**Run 1: routed metal, one color a layer**

Scale bar: 20 µm.
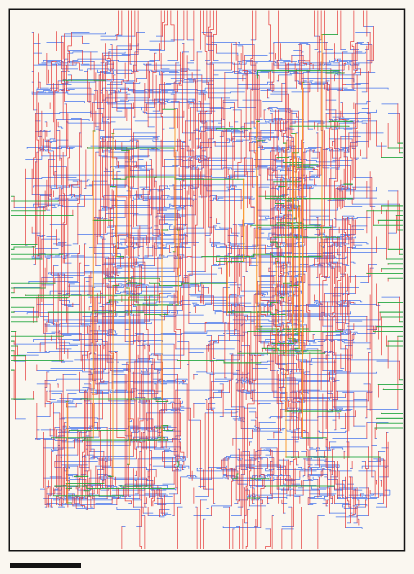
**Run 1: placement density heat map**

The die is cut into 11 by 15 equal tiles; dark blue is low, red is high, 0 to 100% covered.
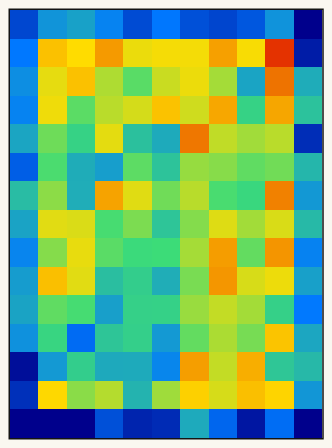
**Run 1: track usage over the die**

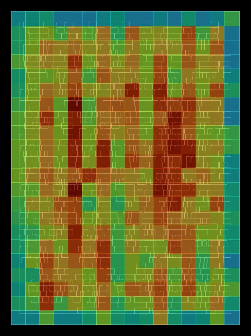
`config.mk`:
```
export PLATFORM = sky130hd
export DESIGN_NAME = bullet_swarm
export DESIGN_NICKNAME = d
export VERILOG_FILES = /design/src/rtl/bullet_swarm.sv
export SDC_FILE = /design/constraint.sdc
export NUM_CORES = 1
export LEC_CHECK = 0
export CAP_MARGIN = 20
export CORE_ASPECT_RATIO = 1.4
export CORE_MARGIN = 4
export CORE_UTILIZATION = 48
export DETAILED_ROUTE_END_ITERATION = 8
export PLACE_DENSITY_LB_ADDON = 0.05
export SYNTH_ARGS = -nofsm -noshare
export SYNTH_HDL_FRONTEND = slang
export SYNTH_SLANG_ARGS = --single-unit
```
`constraint.sdc`:
```
create_clock -name clk -period 18.6 [get_ports clk]
set_input_delay 1.86 -clock clk [delete_from_list [all_inputs] [get_ports clk]]
set_output_delay 1.86 -clock clk [all_outputs]
set_load 0.01 [all_outputs]
```
`src/rtl/bullet_swarm.sv`:
```
// Multi-bullet motion engine: one bullet per clock, once per accepted frame tick.
// Optional speed ramp is compiled in with `define BULLET_RAMP_EN.
module bullet_swarm #(
  parameter int N           = 4,
  parameter int XW          = 11,
  parameter int YW          = 10,
  parameter int X0          = 200,
  parameter int Y0          = 500,
  parameter int X_STEP      = 120,
  parameter int X_MIN       = 2,
  parameter int X_MAX       = 762,
  parameter int Y_MIN       = 36,
  parameter int Y_MAX       = 562,
  parameter int VW          = 3,
  parameter int HIT_R       = 16,
  parameter int RAMP_FRAMES = 8
) (
  input  logic              clk,
  input  logic              rst,
  input  logic              frame,
  input  logic [XW-1:0]     player_x,
  input  logic [YW-1:0]     player_y,
  output logic [N*XW-1:0]   x,
  output logic [N*YW-1:0]   y,
  output logic              busy,
  output logic              over
);

  localparam int IW = (N > 1) ? $clog2(N) : 1;

  localparam logic [XW:0] X_MIN_E = (XW+1)'(X_MIN);
  localparam logic [XW:0] X_MAX_E = (XW+1)'(X_MAX);
  localparam logic [YW:0] Y_MIN_E = (YW+1)'(Y_MIN);
  localparam logic [YW:0] Y_MAX_E = (YW+1)'(Y_MAX);

  if (N < 1 || N > 16 || RAMP_FRAMES < 1) begin : g_bad_param
    $error("bullet_swarm: N must be 1..16 and RAMP_FRAMES at least 1");
  end

  typedef enum logic [1:0] {IDLE, UPDATE, DONE} state_t;

  state_t          state, state_nxt;
  logic [IW-1:0]   idx;
  logic            accept;

  logic [XW-1:0]   x_r [N];
  logic [YW-1:0]   y_r [N];
  logic [N-1:0]    dir_x, dir_y;

  logic [XW-1:0]   cur_x, x_new;
  logic [YW-1:0]   cur_y, y_new;
  logic            cur_dx, cur_dy, dx_new, dy_new;
  logic [VW-1:0]   cur_vx, cur_vy;
  logic [XW:0]     x_e, vx_e;
  logic [YW:0]     y_e, vy_e;
  logic [XW-1:0]   x_d;
  logic [YW-1:0]   y_d;
  logic            hit;

  assign accept = (state == IDLE) && frame && !over;

  // ---------------- FSM: state register / next state / outputs ----------------
  always_ff @(posedge clk or posedge rst) begin
    // NOTE: sequential state uses non-blocking assignments so every flop samples pre-edge values.
    if (rst) state <= IDLE;
    else     state <= state_nxt;
  end

  always_comb begin
    // NOTE: default first, so no branch leaves the signal unassigned and no latch is inferred.
    state_nxt = state;
    case (state)
      IDLE:    if (accept) state_nxt = UPDATE;
      UPDATE:  if (idx == IW'(N-1)) state_nxt = DONE;
      DONE:    state_nxt = IDLE;
      default: state_nxt = IDLE;
    endcase
  end

  always_comb begin
    busy = (state != IDLE);
  end

  // ---------------- Speed source ----------------
`ifdef BULLET_RAMP_EN
  localparam int            CW    = $clog2(RAMP_FRAMES + 1);
  localparam logic [VW-1:0] V_MAX = '1;

  logic [CW-1:0] ramp_cnt;
  logic [VW-1:0] v_x [N];
  logic [VW-1:0] v_y [N];

  // The bump is applied in DONE so the pass that hit the threshold keeps its old speeds.
  always_ff @(posedge clk or posedge rst) begin
    if (rst) begin
      ramp_cnt <= '0;
      for (int i = 0; i < N; i++) begin
        v_x[i] <= VW'(2);
        v_y[i] <= VW'(3);
      end
    end else if (accept) begin
      ramp_cnt <= ramp_cnt + CW'(1);
    end else if (state == DONE && ramp_cnt == CW'(RAMP_FRAMES)) begin
      ramp_cnt <= '0;
      for (int i = 0; i < N; i++) begin
        if (v_x[i] != V_MAX) v_x[i] <= v_x[i] + VW'(1);
        if (v_y[i] != V_MAX) v_y[i] <= v_y[i] + VW'(1);
      end
    end
  end

  assign cur_vx = v_x[idx];
  assign cur_vy = v_y[idx];
`else
  assign cur_vx = VW'(2);
  assign cur_vy = VW'(3);
`endif

  // ---------------- Axis update and hit check for bullet[idx] ----------------
  assign cur_x  = x_r[idx];
  assign cur_y  = y_r[idx];
  assign cur_dx = dir_x[idx];
  assign cur_dy = dir_y[idx];

  always_comb begin
    x_new  = cur_x;
    y_new  = cur_y;
    dx_new = cur_dx;
    dy_new = cur_dy;
    x_e    = {1'b0, cur_x};
    y_e    = {1'b0, cur_y};
    vx_e   = (XW+1)'(cur_vx);
    vy_e   = (YW+1)'(cur_vy);

    // pos - v <= MIN is rewritten as pos <= MIN + v so nothing can underflow.
    if (!cur_dx) begin
      if (x_e <= X_MIN_E + vx_e) begin
        x_new  = XW'(X_MIN);
        dx_new = 1'b1;
      end else begin
        x_new = XW'(x_e - vx_e);
      end
    end else begin
      if (x_e + vx_e >= X_MAX_E) begin
        x_new  = XW'(X_MAX);
        dx_new = 1'b0;
      end else begin
        x_new = XW'(x_e + vx_e);
      end
    end

    if (!cur_dy) begin
      if (y_e <= Y_MIN_E + vy_e) begin
        y_new  = YW'(Y_MIN);
        dy_new = 1'b1;
      end else begin
        y_new = YW'(y_e - vy_e);
      end
    end else begin
      if (y_e + vy_e >= Y_MAX_E) begin
        y_new  = YW'(Y_MAX);
        dy_new = 1'b0;
      end else begin
        y_new = YW'(y_e + vy_e);
      end
    end

    x_d = (x_new >= player_x) ? (x_new - player_x) : (player_x - x_new);
    y_d = (y_new >= player_y) ? (y_new - player_y) : (player_y - y_new);
    hit = (x_d < XW'(HIT_R)) && (y_d < YW'(HIT_R));
  end

  // ---------------- Bullet state ----------------
  always_ff @(posedge clk or posedge rst) begin
    if (rst) begin
      idx  <= '0;
      over <= 1'b0;
      // NOTE: this is a flop array, not a RAM: every entry has its own reset value.
      for (int i = 0; i < N; i++) begin
        x_r[i]   <= XW'(X0 + i * X_STEP);
        y_r[i]   <= YW'(Y0);
        dir_x[i] <= 1'(i % 2);
        dir_y[i] <= 1'b0;
      end
    end else if (accept) begin
      idx <= '0;
    end else if (state == UPDATE) begin
      idx        <= idx + IW'(1);
      x_r[idx]   <= x_new;
      y_r[idx]   <= y_new;
      dir_x[idx] <= dx_new;
      dir_y[idx] <= dy_new;
      if (hit) over <= 1'b1;
    end
  end

  for (genvar g = 0; g < N; g++) begin : g_pack
    assign x[g*XW +: XW] = x_r[g];
    assign y[g*YW +: YW] = y_r[g];
  end

endmodule

```
==> impl_metrics.toml, run 1 <==
# yosys + openroad results
[run_status]
status = "complete, no violations"

[cells_and_area]
mostFrequentLayoutCell = "nand2_1"
diodes = 0
most-common-layout-cells = "nand2_1 (136), o21ai_0 (114), clkdlybuf4s50_1 (109), inv_1 (65), dfrtp_1 (57)"
drive_gt1_frac = 0.123
largest_reg_flops = 44
finish.cell_count_without_fillers = 1101

[min_path]
hold-path-cell-count = 1
hp-class = "reg2reg"
hp-start = "state[1]$_DFFE_PP0P_"
min_to = "state[0]$_DFFE_PP0P_"

[logic_synthesis]
fp_nets = 885
syn_area_um2 = 7120
synthTopCellsByArea = "dfrtp_1 (20%), dfstp_2 (14%), ha_1 (8.1%)"
ys_sh_aoi = 0.213
async_flop_share = 1.00
synthMuxAreaShare = 0.0925
ys_sh_simple = 0.184
top_cell_area_share = 0.204
ys_cells = 815
synth-edff-count = 0
yosysTopAreaCell = "dfrtp_1"
top_logic_kind = "AND-OR/OR-AND gates"
synthCells = 815
synth.ff_latch_count = 97
syn_avg_cell_area_um2 = 8.73
synth.distinct_cells = 71
synth_warnings = 0
ys_sh_adder = 0.0809

[setup_path]
critPathCaptureType = "flip-flop"
rrSetupSlack_ns = 11.26
regToRegEndpoint = "over$_DFFE_PP0P_"
reg2reg_depth = 22
path_class = "reg2reg"
crit_start = "idx[1]$_DFFE_PP0P_"
crit_arrival_ns = 7.59
start_kind = "flip-flop"

[floorplanning]
dieArea_um2 = 16900
die_w_um = 111
ios = 110
coreArea_um2 = 14500

[final_timing]
whs_ns = 0.466
rsz0062_at_grt = "false"
hold_viol = 0
slew_headroom = 0.330
tns_ns = 0
timing.final.crit_share = 0.395
fin_skew_ns = 0.00935
max_freq_mhz = 136
slew_viol_final = 0

[route]
viasPerCell = 5.95
highest_layer = "met4"
drt-met1-wl_mm = 8.17
drt_iter0_markers = 391
postRouteAntennaNets = 0
wl_per_cell_um = 19.7
first_pass_iters = 5
dr_wl_met3_mm = 1.22
dr_wl_met2_mm = 11.4

[global_route]
gr-total-overflow = 0
use_met1 = 0.289
grt_pass1_vias = 6461
antenna_found_initial = 0
grt_max_degree = 75
grt_use_met3 = 0.0422

[placed_design]
placed_cells = 1085
pre_cts_ws_ns = 11.35
numPortBuffers = 109
dp_hpwl_mm = 16.4
dpl-instance-area_um2 = 8360

[cts]
numCtsBuffers = 9
cts_tree = "done"
htreeDepth = 3
cts_resized = 0
cts.sinks = 97
insertion_delay_ns = 0.35
post_cts_buffers = 0

[run]
warnings = 48
Back to the opening pictures, 'routed metal, one color a layer':
Blue is M1, wire length 8170 µm. Green is M3, wire length 1220 µm. Orange is M4, wire length 915 µm. Red is M2, wire length 11400 µm.

Back to the opening pictures, 'placement density heat map':
The emptiest ninth of the die: south-west. 14% of the tiles are over 75% full. The fullest tile reaches 94%. 3.0% of the tiles are nearly empty. The mean over all tiles is 50%.

Back to the opening pictures, 'track usage over the die':
Final Core Density: 0.598
busiest grt layer: met2
met2 Use GR: 0.462

==> run 1: synth_stat cells (7+ instances only) <==
cell and number:
mux4_2 22, nand2b_1 11, inv_1 66, nor2_1 33, nand2_1 136, xor2_1 9
o21ai_0 114, a21oi_1 35, nor2b_1 8, o21a_1 10, xnor2_1 10, dfstp_2 39
a21o_1 10, a31oi_1 8, or2_2 7, dfrtp_1 58, clkbuf_1 30, mux2i_1 14
nand4_1 9, ha_1 46, nor3_1 12, and2_1 8, nand3_1 13
==> run 1: worst max-delay path: stages, from the launching register on <==
cell and delay, ns:
dfrtp_1 0.61, buf_4 0.45, mux4_2 0.47, ha_1 0.28, nand2_1 0.09, o22ai_1 0.18
a31oi_1 0.25, a2111oi_2 0.08, a21o_1 0.20, a211oi_1 0.83, nand2b_1 0.21, and2_1 0.25
inv_1 0.07, ha_1 0.38, and3_1 0.30, nor4b_1 0.65, a211oi_2 0.13, a21oi_1 0.30
a221o_1 0.20, o21ai_0 0.09, or4_1 0.40, or4b_1 0.53, o41ai_2 0.28
==> run 1: cells by family after synthesis <==
logic type,Yosys count
compound gates,241
xor+xnor,19
buf+inv,104
simple gates,270
flops,97
fa+ha+maj,46
mux,38
==> run 1: final cells by class <==
class	count	area, µm²	share of cell area
multi-input cells	614	4230	0.487
flip-flops and latches	97	2480	0.285
repair buffers	119	1170	0.134
inverters	66	249	0.0287
clock buffers	10	239	0.0275
well taps	189	236	0.0272
clock inverters	6	85.1	0.00980
## Run 2: what changed since run 1
==> constraint.sdc (replaced) <==
create_clock -name clk -period 6 [get_ports clk]
set_input_delay 0.6 -clock clk [delete_from_list [all_inputs] [get_ports clk]]
set_output_delay 0.6 -clock clk [all_outputs]
set_load 0.01 [all_outputs]
**Run 2: placement density heat map**

The die is cut into 11 by 15 equal tiles; dark blue is low, red is high, 0 to 100% covered.
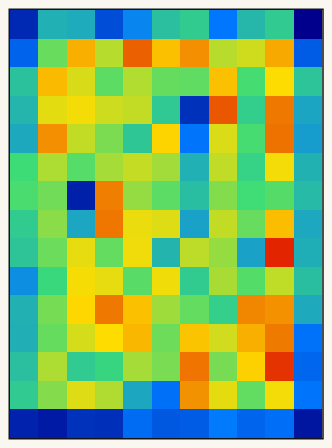
The fullest tile reaches 96%. 0.60% of the tiles are nearly empty. 18% of the tiles are over 75% full. The mean over all tiles is 54%.

**Run 2: track usage over the die**

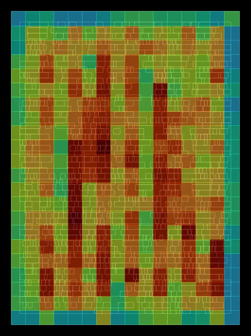
met3 usage: 0.0290
GRT met1 Usage: 0.286

==> run 2 against run 1 <==
Against the previous run:
- critical endpoint unchanged
- via count is 3.7% higher
- clock-buffer cell count is 1 lower
- sequential share of layout area shrank 2.1 points
- global-route usage rose by 1.7 points
- maximum frequency is 27% higher
- non-clock buffer count is 62 higher
==> impl_metrics.toml, run 2 <==
# yosys + openroad results
[placed_design]
numPortBuffers = 109
dp_hpwl_mm = 17.7

[logic_synthesis]
ys_sh_adder = 0.0809
ys_cells = 815
syn_area_um2 = 7120
synth_top_cell_by_count = "nand2_1"
async_flop_share = 1.00
ys_sh_simple = 0.184
synth.ff_latch_count = 97
synth_warnings = 0
synth.distinct_cells = 71
synthMuxAreaShare = 0.0925
synthCells = 815
syn_avg_cell_area_um2 = 8.73
top_logic_kind = "AND-OR/OR-AND gates"
fp_nets = 885

[cells_and_area]
most-common-layout-cells = "nand2_1 (135), o21ai_0 (110), clkdlybuf4s50_1 (109), buf_4 (68), inv_1 (64)"
drive_gt1_frac = 0.215
finish.cell_count_without_fillers = 1163

[final_timing]
tns_ns = 0
slew_headroom = 0.406
whs_ns = 0.475
fin_skew_ns = 0.00839

[route]
viasPerCell = 5.84
first_pass_iters = 5
postRouteAntennaNets = 0
drt_iter0_markers = 482

[global_route]
grt_max_degree = 69
grt_pass1_vias = 6926
antenna_found_initial = 0

[cts]
insertion_delay_ns = 0.36
cts.sinks = 97
numCtsBuffers = 9

[min_path]
min_to = "state[0]$_DFFE_PP0P_"
hold-path-cell-count = 1
hp-class = "reg2reg"

[run_status]
status = "complete, no violations"

[setup_path]
rrSetupSlack_ns = 0.24
critPathCaptureType = "flip-flop"
crit_arrival_ns = 6.02
critical_path.most_common_cell = "buf_4"

[floorplanning]
coreArea_um2 = 14500
-- run 2: logic make-up (layout without fill, tap and decap cells) --
kind of cell,after synthesis,after routing
compound gates,241,241
xor+xnor,19,19
fa+ha+maj,46,46
buf+inv,104,263
flops,97,97
mux,38,38
simple gates,270,270
-- run 2: critical path: cells and delay by family, from the launching register on --
kind | cells | cell delay (ns)
flip-flops | 1 | 0.47
buffers and inverters | 7 | 1.05
AND/OR/NAND/NOR | 5 | 1.75
adder cells (fa/ha/maj) | 1 | 0.25
AND-OR/OR-AND | 11 | 1.70
multiplexers | 1 | 0.42
-- run 2: timing repair --
| action | CTS | global route |
|---|---|---|
| setup buffers | 0 | 13 |
| resized | 0 | 42 |
| setup endpoints to repair | 0 | 1 |
| hold buffers | 0 | 0 |
| hold endpoints to repair | 0 | 0 |
-- run 2: routing by layer --
metal / part of all wire / track usage
met5: 0 / 0
met3: 0.046 / 0.0290
met2: 0.55 / 0.514
met1: 0.36 / 0.286
met4: 0.046 / 0.147
-- run 2: area by class of cell --
class                           count  area [µm²]  share of cell area
Clock buffer                        9         225              0.0241
Clock inverter                      7        96.3              0.0103
Inverter                           66         249              0.0266
Multi-Input combinational cell    614        4410               0.471
Sequential cell                    97        2480               0.265
Tap cell                          189         236              0.0253
Timing Repair Buffer              181        1660               0.178
## Run 3: what changed since run 2
--- a/config.mk
+++ b/config.mk
@@ -11,6 +11,7 @@
 export CORE_UTILIZATION = 48
 export DETAILED_ROUTE_END_ITERATION = 8
 export PLACE_DENSITY_LB_ADDON = 0.05
+export SLEW_MARGIN = 20
 export SYNTH_ARGS = -nofsm -noshare
 export SYNTH_HDL_FRONTEND = slang
 export SYNTH_SLANG_ARGS = --single-unit
**Run 3: clock distribution**

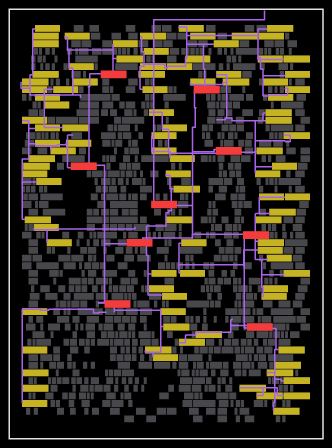
Purple is clock wires, length 1360 µm. Yellow is flip-flops, count 97. Red is clock-net drivers, count 9.
Position of the flops: widely spread.

**Run 3: track usage over the die**

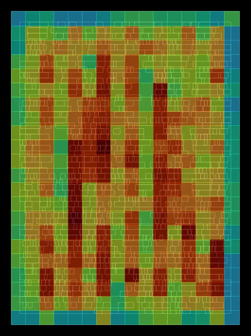
global router's overall resource usage: 0.270
wire per inst: 20.1 µm

==> run 3 against run 2 <==
Against the previous run:
- sequential share of layout area unchanged
- first-iteration DRC count unchanged
- sequential cell count unchanged
- maximum frequency unchanged
- core utilization unchanged
- critical path depth unchanged
==> impl_metrics.toml, run 3 <==
# yosys + openroad results
[run_status]
status = "complete, no violations"

[setup_path]
critical_path.most_common_cell = "buf_4"
critPathCaptureType = "flip-flop"
reg2reg_depth = 25
path_class = "reg2reg"
slowest_delay_ns = 0.53
crit_buf_inv = 7
cpMaxStageDelayCell = "or4b_4"
crit_arrival_ns = 6.02
cp.depth = 25
critPathTopFamily = "simple AND/OR/NAND/NOR gates"
start_kind = "flip-flop"

[global_route]
gr-total-overflow = 0
grt_max_degree = 69
grt_pass1_vias = 6926
antenna_found_initial = 0

[logic_synthesis]
synth_top_cell_by_count = "nand2_1"
synth_warnings = 0
yosys-top-cells-count = "nand2_1 (136), o21ai_0 (114), inv_1 (66)"
fp_nets = 885
synth.distinct_cells = 71
synthTopCellsByArea = "dfrtp_1 (20%), dfstp_2 (14%), ha_1 (8.1%)"
top_cell_area_share = 0.204
ys_cells = 815
syn_avg_cell_area_um2 = 8.73
syn_area_um2 = 7120
async_flop_share = 1.00
synth.ff_latch_count = 97
flop_cell = "dfrtp_1"
synthCells = 815
yosysTopAreaCell = "dfrtp_1"
synth-edff-count = 0

[cells_and_area]
largest_reg_flops = 44
diodes = 0
syn2layout_area_growth_pct = 31.5
mostFrequentLayoutCell = "nand2_1"
most-common-layout-cells = "nand2_1 (135), o21ai_0 (110), clkdlybuf4s50_1 (109), buf_4 (68), inv_1 (64)"
drive_gt1_frac = 0.215
final_util = 0.645

[route]
drt_iter0_markers = 482
postRouteAntennaNets = 0
viasPerCell = 5.84
first_pass_iters = 5

[cts]
cts_tree = "done"
htreeDepth = 3
post_cts_buffers = 0
cts_resized = 0
numCtsBuffers = 9
insertion_delay_ns = 0.36
cts.sinks = 97
cts_root_buf = "clkbuf_16"
ctsHoldBuffers = 0

[min_path]
hp-class = "reg2reg"
hold-path-cell-count = 1

[floorplanning]
coreArea_um2 = 14500
dieHeight_um = 152
dieArea_um2 = 16900
die_w_um = 111
ios = 110

[placed_design]
dp_hpwl_mm = 17.7
dpl-instance-area_um2 = 8760
pre_cts_ws_ns = 0.0560
numPortBuffers = 109

[final_timing]
hold_viol = 0
max_freq_mhz = 174
whs_ns = 0.475
min_period_ns = 5.76
slew_viol_final = 0
timing.final.crit_share = 0.959

[run]
cap_viol_max_count = 0
warnings = 48
-- run 3: cell counts in the layout (fill, tap and decap cells not counted) --
No cell type changed its count.
-- run 3: path summary, 6_finish.rpt --
check	from	end	slack [ns]
min in group asynchronous	rst	x[31]$_DFFE_PP0P_	0.60
max in group asynchronous	rst	idx[1]$_DFFE_PP0P_	4.15
max reg2reg	idx[0]$_DFFE_PP0P_	over$_DFFE_PP0P_	0.24
max	idx[0]$_DFFE_PP0P_	over$_DFFE_PP0P_	0.24
min	state[1]$_DFFE_PP0P_	state[0]$_DFFE_PP0P_	0.48
min reg2reg	state[1]$_DFFE_PP0P_	state[0]$_DFFE_PP0P_	0.48
-- run 3: metal layers --
metal  global-route usage  up-vias  part of all wire
met5                    0        -                 0
met4                0.147        0             0.046
met3               0.0290       74             0.046
met2                0.514      268              0.55
met1                0.286     3251              0.36
li1                     -     3196                 -
-- run 3: metrics by stage --
| stage | instances | setup TNS (ns) |
|---|---|---|
| after global placement | 1134 | 0 |
| after floorplan | 815 | 0 |
| after detailed placement | 1134 | 0 |
| after CTS | 1150 | 0 |
| after global routing | 1163 | -0.0497 |
| final | 1163 | 0 |
-- run 3: final cells by class --
| type | count | area, µm² |
|---|---|---|
| well taps | 189 | 236 |
| multi-input cells | 614 | 4410 |
| inverters | 66 | 249 |
| fillers | 1227 | 5150 |
| repair buffers | 181 | 1660 |
| clock inverters | 7 | 96.3 |
| flip-flops and latches | 97 | 2480 |
| clock buffers | 9 | 225 |
-- run 3: cells by family after synthesis --
| family | synth area share |
|---|---|
| AOI/OAI and AO/OA | 0.213 |
| xor gates and xnor gates | 0.0234 |
| adders and majority gates | 0.0809 |
| buffers and inverters | 0.0580 |
| DFF | 0.348 |
| muxes | 0.0925 |
| and+or+nand+nor | 0.184 |
